## config.mk

```make
export PLATFORM = sky130hd
export DESIGN_NAME = turbo_tx_wr
export DESIGN_NICKNAME = d
export VERILOG_FILES = /design/src/rtl/turbo_pkg.sv /design/src/rtl/turbo_tx_wr.sv
export SDC_FILE = /design/constraint.sdc
export NUM_CORES = 1
export LEC_CHECK = 0
export ABC_AREA = 0
export CAP_MARGIN = 40
export CORE_AREA = 2 2 89 91
export CTS_CLUSTER_DIAMETER = 200
export DETAILED_ROUTE_END_ITERATION = 10
export DIE_AREA = 0 0 91 93
export GPL_TIMING_DRIVEN = 1
export HOLD_SLACK_MARGIN = 0.05
export PLACE_DENSITY = 0.74
export SLEW_MARGIN = 20
export SYNTH_ARGS = -nofsm -noshare
export SYNTH_HDL_FRONTEND = slang
export SYNTH_SLANG_ARGS = --single-unit
```

## constraint.sdc

```tcl
create_clock -name clk -period 2.08 [get_ports clk]
set_input_delay 0.416 -clock clk [delete_from_list [all_inputs] [get_ports clk]]
set_output_delay 0.416 -clock clk [all_outputs]
set_load 0.05 [all_outputs]
```

## src/rtl/turbo_pkg.sv

```systemverilog
// Shared types and constants for the turbo interleaver write side.
// Supported PB lengths are listed here so every user agrees on them.
package turbo_pkg;

  typedef enum logic [1:0] {
    IDLE   = 2'd0,
    FILL   = 2'd1,
    COMMIT = 2'd2,
    WAIT   = 2'd3
  } state_t;

  localparam logic [11:0] PB_LEN_16  = 12'h040;
  localparam logic [11:0] PB_LEN_136 = 12'h220;
  localparam logic [11:0] PB_LEN_520 = 12'h820;

  function automatic logic pb_len_valid(
    input logic [11:0] len
  );
    return (len == PB_LEN_16)
        || (len == PB_LEN_136)
        || (len == PB_LEN_520);
  endfunction

endpackage

```

## src/rtl/turbo_tx_wr.sv

```systemverilog
// Interleaver write side: stores one PB of coded symbols in RAM,
// then hands pb_len/pb_offset to the reader and waits for rd_done.
module turbo_tx_wr
  import turbo_pkg::*;
#(
  parameter int D_WIDTH = 2,
  parameter int A_WIDTH = 12
) (
  input  logic               clk,
  input  logic               n_rst,
  input  logic [D_WIDTH-1:0] din,
  input  logic               din_vld,
  output logic               din_rdy,
  input  logic               sof,
  input  logic [A_WIDTH-1:0] pb_len,
  input  logic [A_WIDTH-1:0] pb_offset,
  input  logic               rd_done,
  output logic               wen,
  output logic [A_WIDTH-1:0] waddr,
  output logic [D_WIDTH-1:0] wdata,
  output logic               rd_start,
  output logic [A_WIDTH-1:0] pb_len_o,
  output logic [A_WIDTH-1:0] pb_offset_o,
  output logic               busy,
  output logic               err_len,
  output logic               err_sof,
  output logic               err_ovf
);

  state_t             state;
  logic [A_WIDTH-1:0] cnt;
  logic [A_WIDTH-1:0] len_l;
  logic [A_WIDTH-1:0] off_l;
  logic               acc;
  logic               last;

  assign din_rdy = ((state == IDLE) || (state == FILL)) && !n_rst;
  assign acc     = din_vld && din_rdy;
  assign last    = (cnt == len_l - A_WIDTH'(1));
  assign busy    = (state != IDLE);

  assign pb_len_o    = len_l;
  assign pb_offset_o = off_l;

  always_ff @(posedge clk) begin
    if (n_rst) begin
      state    <= IDLE;
      cnt      <= '0;
      len_l    <= '0;
      off_l    <= '0;
      wen      <= 1'b0;
      waddr    <= '0;
      wdata    <= '0;
      rd_start <= 1'b0;
      err_len  <= 1'b0;
      err_sof  <= 1'b0;
      err_ovf  <= 1'b0;
    end else begin
      wen      <= 1'b0;
      rd_start <= (state == COMMIT);
      err_len  <= 1'b0;
      err_sof  <= 1'b0;
      err_ovf  <= din_vld && !din_rdy;
      unique case (state)
        IDLE, FILL: begin
          if (acc && sof) begin
            // A sof mid-PB aborts and restarts as if from IDLE.
            err_sof <= (state == FILL);
            if (pb_len_valid(pb_len)) begin
              len_l <= pb_len;
              off_l <= pb_offset;
              cnt   <= A_WIDTH'(1);
              wen   <= 1'b1;
              waddr <= pb_offset;
              wdata <= din;
              state <= FILL;
            end else begin
              err_len <= 1'b1;
              cnt     <= '0;
              state   <= IDLE;
            end
          end else if (acc && (state == IDLE)) begin
            err_sof <= 1'b1;
          end else if (acc) begin
            wen   <= 1'b1;
            waddr <= off_l + cnt;
            wdata <= din;
            cnt   <= cnt + A_WIDTH'(1);
            if (last) begin
              cnt   <= '0;
              state <= COMMIT;
            end
          end
        end
        COMMIT: state <= WAIT;
        WAIT: begin
          if (rd_done) state <= IDLE;
        end
        default: state <= IDLE;
      endcase
    end
  end

endmodule

```

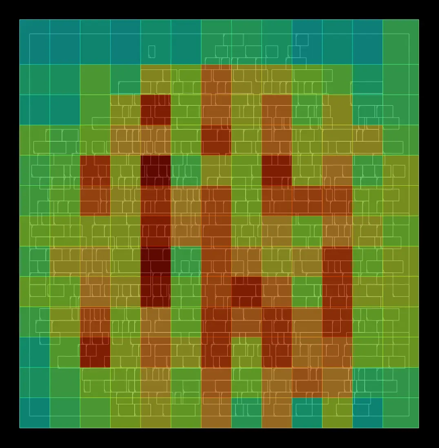
Fig. 1. Track usage over the die (run 1).
final core occ: 65.9%
met2 GRT Util: 39.6%
GRT Util Overall: 23.4%
GRT busiest layer: met2

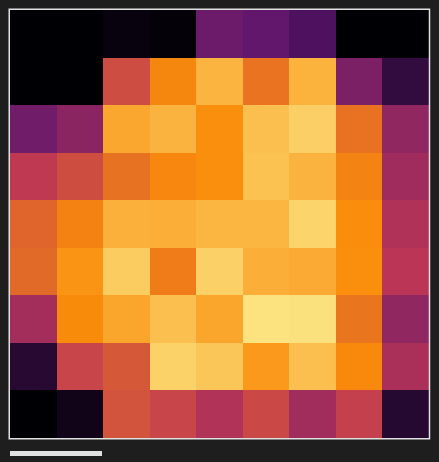
Fig. 2. Local utilization (run 1).
Scale bar: 20 µm. 9 x 9 tiles, from black (low) to pale yellow (high), 0 to 100% covered.
9.9% of the tiles are nearly empty. The mean over all tiles is 57%. The densest ninth of the die: centre.

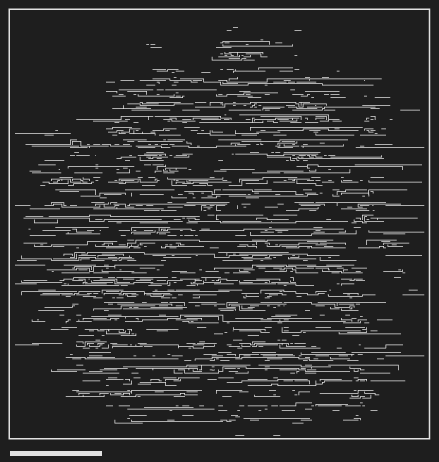
Fig. 3. Met1 routing (run 1).
Scale bar: 20 µm.
The layer holds 45% of the routed length. The wires run mostly horizontal. The layer carries 4480 µm of wire. The longest straight run is 26.7 µm. 502 nets have wire on it.

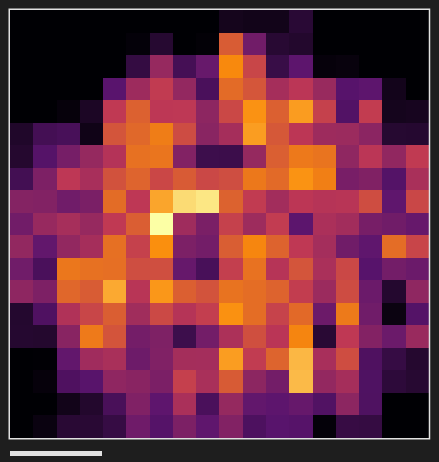
Fig. 4. Wiring heat map (run 1).
Scale bar: 20 µm. 18 x 19 tiles, from black (low) to pale yellow (high), scaled to the fullest tile. Values are wire area over tile area, all layers added.
The mean over all tiles is 0.19. The emptiest ninth of the die: upper left. 30% of the tiles are over half the peak. The densest ninth of the die: centre. The fullest tile reaches 0.54.

==> results_slide.txt, run 1 <==
Run Summary

Status
  – Status: complete, no violations

Die
  – Starting Density: 43.5%
  – IO Pins: 76
  – Chip Height: 93 µm
  – Die extent in x: 91 µm
  – Core Area: 7530 µm²
  – Die Area: 8460 µm²
  – Tap cells: 102

Power and ir drop
  – Sequential power share: 41.4%
  – Overall power: 2.69 mW
  – Leakage: 1.99 nW
  – Clock network power share: 48.3%
  – Combinational power share: 10.3%
  – VDD IR max: 0.388 mV

Final timing
  – Setup_tns: 0 ns
  – Setup-failing EPs final: 0
  – Hold WS: 0.356 ns
  – Peak Freq: 490 MHz
  – Post-layout period usage: 98.2%

Routing
  – Met2 wire length: 4850 µm
  – DR WL met3: 483 µm
  – DR top layer: met4
  – DRC viols: 0
  – DR WL/cell: 16.2 µm
  – Vias per cell: 5.43

Critical path
  – Crit start category: register
  – Worst R2R Path Depth: 11
  – Setup crit end: pb_offset_o[0]
  – Slowest library cell on the worst path: clkdlybuf4s50_1
  – Largest delay contributor family on the critical path: buffers and inverters
  – Crit Path Category: register to output pin
  – Max FO, Critical Path: 2
  – Worst Setup SP: pb_offset_o[0]
  – CP max stage delay: 0.80 ns
  – Crit end category: output pin
  – Critical Path AT: 1.63 ns

Finish
  – Flops: 57
  – Nets@finish: 554
  – Most frequent logic cell in the layout: clkdlybuf4s50_1
  – Finished Layout Cells: 616
  – Logic share of the area: 44.0%
  – Layout non-clock buf frac: 23.8%
  – Clock buf count: 11
  – Flop area: 1170 µm²
  – Number of non-clock buffers in the layout: 133

Hold path
  – Hold Crit Endpoint: rd_start
  – Worst hold path depth: 2
  – Min-Delay Startpoint: n_rst
  – Hold Crit Class: input port to register

Place
  – Port Buffers: 75
  – Cell total after placement: 594
  – Placed standard-cell area: 4460 µm²
  – Hpwl dp: 7170 µm
  – Worst slack, placed: -0.199 ns

Synth
  – Asr flop ratio synth: 0%
  – Register area share after synthesis: 34.9%
  – Unique masters post-synth: 61
  – Post-synth regs: 57
  – Cells after Synth: 381
  – Yosys Warn Count: 0
  – Leading area contributor after synthesis: dfxtp_1
  – Top area cell types: dfxtp_1 (35%), mux2i_1 (5.2%), nor2_1 (5.2%)
  – Synthesized area per cell: 8.59 µm²

Clock tree
  – H-tree depth: 3
  – CTS tree: done
  – Root buffer cell: clkbuf_8
  – Insertion Delay late pin: 0.35 ns
  – Clock Pin Slew Worst Setup and Hold Paths: 0.07 ns
  – Clk sink count: 57

Global routing
  – Global-route wire length before repair: 15800 µm
  – GRT met1 Usage: 29.5%
  – Largest net degree at the start of global routing: 25
  – GRT met3 Usage: 4.35%

Job
  – Max-cap violations: 0
  – Total tool warning count: 28
[run 1: synth_stat cells, drive strengths merged (7+ instances only)]
| cell | number |
|---|---|
| a211oi | 8 |
| a21oi | 14 |
| and2 | 8 |
| buf | 8 |
| dfxtp | 57 |
| ha | 13 |
| inv | 14 |
| mux2i | 17 |
| nand2 | 35 |
| nand3 | 8 |
| nor2 | 47 |
| nor3 | 16 |
| nor4 | 19 |
| o21a | 7 |
| o21ai | 16 |
| xnor2 | 17 |
| xor2 | 12 |
[run 1: power by group through the flow]
stage | clock, mW | combinational (mW) | sequential [mW]
after global routing | 1.37 | 0.296 | 1.12
after detailed placement | 0 | 0.264 | 1.14
after CTS | 1.32 | 0.266 | 1.11
after global placement | 0 | 0.263 | 1.14
after floorplan | 0 | 0.0994 | 1.17
final | 1.30 | 0.276 | 1.11
Fig. 5: run 1, signal wires on met2
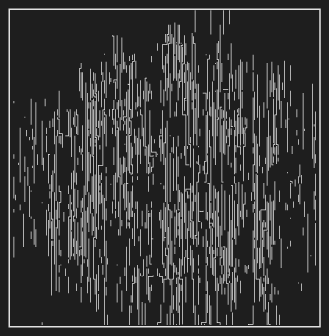

==> run 2, diff against run 1 <==
--- a/config.mk
+++ b/config.mk
@@ -13,6 +13,7 @@
 export DIE_AREA = 0 0 91 93
 export GPL_TIMING_DRIVEN = 1
 export HOLD_SLACK_MARGIN = 0.05
+export MAX_ROUTING_LAYER = met4
 export PLACE_DENSITY = 0.74
 export SLEW_MARGIN = 20
 export SYNTH_ARGS = -nofsm -noshare
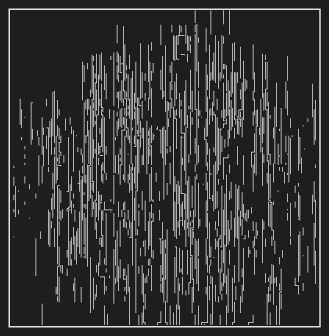
Fig. 6. Signal wires on met2 (run 2).
The layer holds 48% of the routed length. The longest straight run is 36.4 µm. The layer carries 4530 µm of wire. 482 nets have wire on it. The wires run mostly vertical.

==> results_slide.txt, run 2 <==
Run Summary

Synth
  – Cells after Synth: 381 (unchanged)
  – Top area cell types: dfxtp_1 (35%), mux2i_1 (5.2%), nor2_1 (5.2%) (unchanged)
  – Synthesized area per cell: 8.59 µm² (unchanged)
  – Yosys Warn Count: 0 (unchanged)
  – Unique masters post-synth: 61 (unchanged)
  – Leading area contributor after synthesis: dfxtp_1 (unchanged)
  – Asr flop ratio synth: 0% (unchanged)
  – Post-synth top cells: dfxtp_1 (57), nor2_1 (45), nand2_1 (34) (unchanged)

Finish
  – Most frequent logic cell in the layout: clkdlybuf4s50_1 (unchanged)
  – Flop area: 1170 µm² (about the same)
  – Clock buf count: 12 (was 11)
  – Logic share of the area: 44.6% (was 44.0%)
  – Number of non-clock buffers in the layout: 131 (was 133)
  – Flops: 57 (unchanged)

Power and ir drop
  – Combinational power share: 11.0% (was 10.3%)
  – Sequential power share: 45.1% (was 41.4%)
  – Seq. pwr: 1.11 mW (about the same)
  – VDD IR max: 0.332 mV (was 0.388 mV)
  – Comb pwr: 0.273 mW (was 0.276 mW)
  – Leakage: 1.97 nW (was 1.99 nW)

Die
  – Chip Height: 93 µm (unchanged)
  – Starting Density: 43.5% (unchanged)
  – Core Area: 7530 µm² (unchanged)
  – Die Area: 8460 µm² (unchanged)
  – Die extent in x: 91 µm (unchanged)
  – Tap cells: 102 (unchanged)
  – IO Pins: 76 (unchanged)

Clock tree
  – CTS tree: done (unchanged)
  – Clock Pin Slew Worst Setup and Hold Paths: 0.07 ns (about the same)
  – Root buffer cell: clkbuf_8 (unchanged)
  – H-tree depth: 3 (unchanged)
  – Insertion Delay late pin: 0.35 ns (about the same)

Global routing
  – GRT met3 Usage: 3.79% (was 4.35%)
  – GRT met1 Usage: 29.6% (was 29.5%)
  – GRT busiest layer: met2 (unchanged)
  – Largest net degree at the start of global routing: 25 (unchanged)

Place
  – Placed standard-cell area: 4480 µm² (was 4460 µm²)
  – Cell total after placement: 597 (was 594)
  – Hpwl dp: 7160 µm (was 7170 µm)
  – Worst slack, placed: -0.261 ns (was -0.199 ns)

Job
  – Total tool warning count: 29 (was 28)
  – Max-cap violations: 0 (unchanged)

Status
  – Status: complete, no violations (unchanged)

Critical path
  – Slowest library cell on the worst path: clkdlybuf4s50_1 (unchanged)
  – Largest delay contributor family on the critical path: buffers and inverters (unchanged)
  – Critical Path AT: 1.64 ns (was 1.63 ns)
  – CP max stage delay: 0.80 ns (about the same)
  – Crit start category: register (unchanged)
  – Crit Path Category: register to output pin (unchanged)

Final timing
  – Setup-failing EPs final: 0 (unchanged)
  – Setup_tns: 0 ns (unchanged)
  – Peak Freq: 487 MHz (was 490 MHz)

Routing
  – DR top layer: met4 (unchanged)
  – DRC viols: 0 (unchanged)
  – Vias per cell: 5.39 (was 5.43)
## run 2: cell counts after synthesis
No cell type changed its count.
## run 2: logic make-up after synthesis
kind of cell | synth area share [%]
AND/OR/NAND/NOR | 25.1
AND-OR/OR-AND | 16.4
flip-flops | 34.9
buffers and inverters | 4.70
XOR/XNOR | 7.76
multiplexers | 5.54
adder cells (fa/ha/maj) | 5.58
## run 2: path summary, 6_finish.rpt
| check | from | to | cells past startpoint |
|---|---|---|---|
| setup reg to reg | pb_offset_o[0] | waddr[6] | 9 |
| setup / recovery | pb_len_o[3] | pb_len_o[3] | 2 |
| hold / removal | n_rst | rd_start | 2 |
| hold reg to reg | wdata[0] | wdata[0] | 2 |
Fig. 7: run 2, track usage over the die
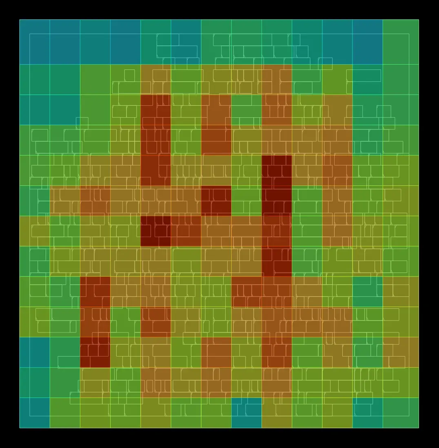

==> run 3, diff against run 2 <==
==> constraint.sdc (replaced) <==
create_clock -name clk -period 2.08 [get_ports clk]
set_input_delay 0.52 -clock clk [delete_from_list [all_inputs] [get_ports clk]]
set_output_delay 0.52 -clock clk [all_outputs]
set_load 0.05 [all_outputs]
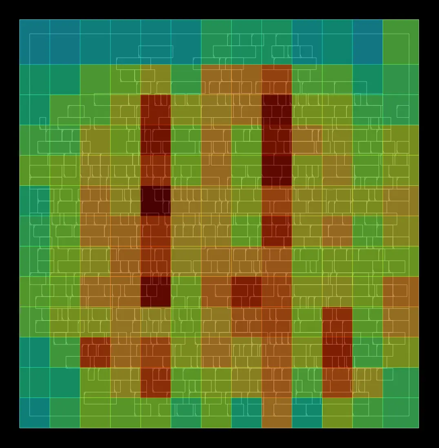
Fig. 8. Track usage over the die (run 3).
GRT met1 Usage: 28.9%
met2 GRT Util: 39.2%

==> results_slide.txt, run 3 <==
Run Summary

Status
  – Status: complete, no violations (unchanged)

Synth
  – Unique masters post-synth: 61 (unchanged)
  – Register area share after synthesis: 34.9% (unchanged)
  – Post-synth top cells: dfxtp_1 (57), nor2_1 (45), nand2_1 (34) (unchanged)
  – Synthesized area per cell: 8.59 µm² (unchanged)
  – Top area cell types: dfxtp_1 (35%), mux2i_1 (5.2%), nor2_1 (5.2%) (unchanged)
  – XOR-XNOR Cells, Area Fraction: 7.76% (unchanged)
  – Yosys Warn Count: 0 (unchanged)
  – Dominant comb cell: simple AND/OR/NAND/NOR gates (unchanged)
  – Mux share: 5.54% (unchanged)
  – Compound Share, Synth: 16.4% (unchanged)
  – Asr flop ratio synth: 0% (unchanged)
  – Leading area contributor after synthesis: dfxtp_1 (unchanged)
  – Cells after Synth: 381 (unchanged)
  – Adder Area Share: 5.58% (unchanged)

Power and ir drop
  – Overall power: 2.32 mW (was 2.47 mW)
  – Leakage: 2.04 nW (was 1.97 nW)
  – VDD IR max: 0.329 mV (was 0.332 mV)

Finish
  – Number of non-clock buffers in the layout: 134 (was 131)
  – Finished Layout Cells: 618 (was 613)
  – Flop area: 1170 µm² (unchanged)
  – Most frequent logic cell in the layout: buf_4 (was clkdlybuf4s50_1)
  – Nets@finish: 556 (was 552)
  – Clock buf count: 12 (unchanged)
  – Flops: 57 (unchanged)
  – Logic share of the area: 45.2% (was 44.6%)
  – Final core occ: 66.3% (was 65.2%)

Place
  – Cell total after placement: 593 (was 597)
  – Placed standard-cell area: 4460 µm² (was 4480 µm²)
  – Hpwl dp: 7140 µm (was 7160 µm)
  – Worst slack, placed: -0.375 ns (was -0.261 ns)

Routing
  – Met2 wire length: 4950 µm (was 4530 µm)
  – DR WL/cell: 16.2 µm (was 15.6 µm)
  – DR WL met3: 552 µm (was 409 µm)
  – DR top layer: met4 (unchanged)
  – DRC viols: 0 (unchanged)
  – Vias per cell: 5.47 (was 5.39)

Clock tree
  – H-tree depth: 3 (unchanged)
  – Root buffer cell: clkbuf_8 (unchanged)
  – CTS tree: done (unchanged)
  – Insertion Delay late pin: 0.35 ns (about the same)
  – Clk sink count: 57 (unchanged)

Global routing
  – GRT busiest layer: met2 (unchanged)
  – GRT met3 Usage: 4.67% (was 3.79%)
  – Global-route congestion overflow total: 0 (unchanged)
  – GRT Util Overall: 23.6% (about the same)
  – Global-route wire length before repair: 15600 µm (was 15500 µm)
  – Largest net degree at the start of global routing: 47 (was 25)

Hold path
  – Hold Crit Endpoint: wdata[0] (was rd_start)
  – Hold Crit Class: register to register (was input port to register)
  – Worst hold path depth: 2 (unchanged)
  – Min-Delay Startpoint: wdata[0] (was n_rst)

Job
  – Total tool warning count: 28 (was 29)
  – Max-cap violations: 0 (unchanged)

Final timing
  – Post-layout period usage: 99.1% (was 98.8%)
  – Peak Freq: 485 MHz (was 487 MHz)
  – Hold WS: 0.451 ns (was 0.354 ns)
  – Setup-failing EPs final: 0 (unchanged)
  – Setup_tns: 0 ns (unchanged)

Critical path
  – Largest delay contributor family on the critical path: buffers and inverters (unchanged)
  – Reg2reg end: waddr[9] (was waddr[6])
  – CP max stage delay: 0.82 ns (was 0.80 ns)
  – Crit end category: output pin (unchanged)
  – Crit start category: register (unchanged)
  – Crit Path Category: register to output pin (unchanged)

Die
  – Core Area: 7530 µm² (unchanged)
  – Tap cells: 102 (unchanged)
  – Die Area: 8460 µm² (unchanged)
  – Chip Height: 93 µm (unchanged)
==> run 3: cell counts after synthesis <==
Identical to the previous run, type by type.
==> run 3: where the power goes <==
group,internal [mW],switching [mW],total (mW),leakage (nW)
sequential,1.10,0.0131,1.11,0.469
clock,0.457,0.460,0.917,0.0899
combinational,0.135,0.154,0.290,1.48
total,1.69,0.628,2.32,2.04
==> run 3: how the worst max path moves through the flow <==
stage | startpoint | endpoint | slack, ns | depth (start not counted)
after floorplan | pb_len_o[1] | cnt[10] | -0.02 | 9
after global placement | din_vld | waddr[2] | -0.30 | 9
after detailed placement | din_vld | waddr[1] | -0.38 | 9
after CTS | pb_offset_o[0] | waddr[6] | -0.02 | 9
after global routing | pb_len_o[7] | cnt[11] | -0.07 | 7
final | pb_offset_o[2] | pb_offset_o[2] | 0.02 | 1
No activity file was given, so power comes from the tool's default toggle rates.
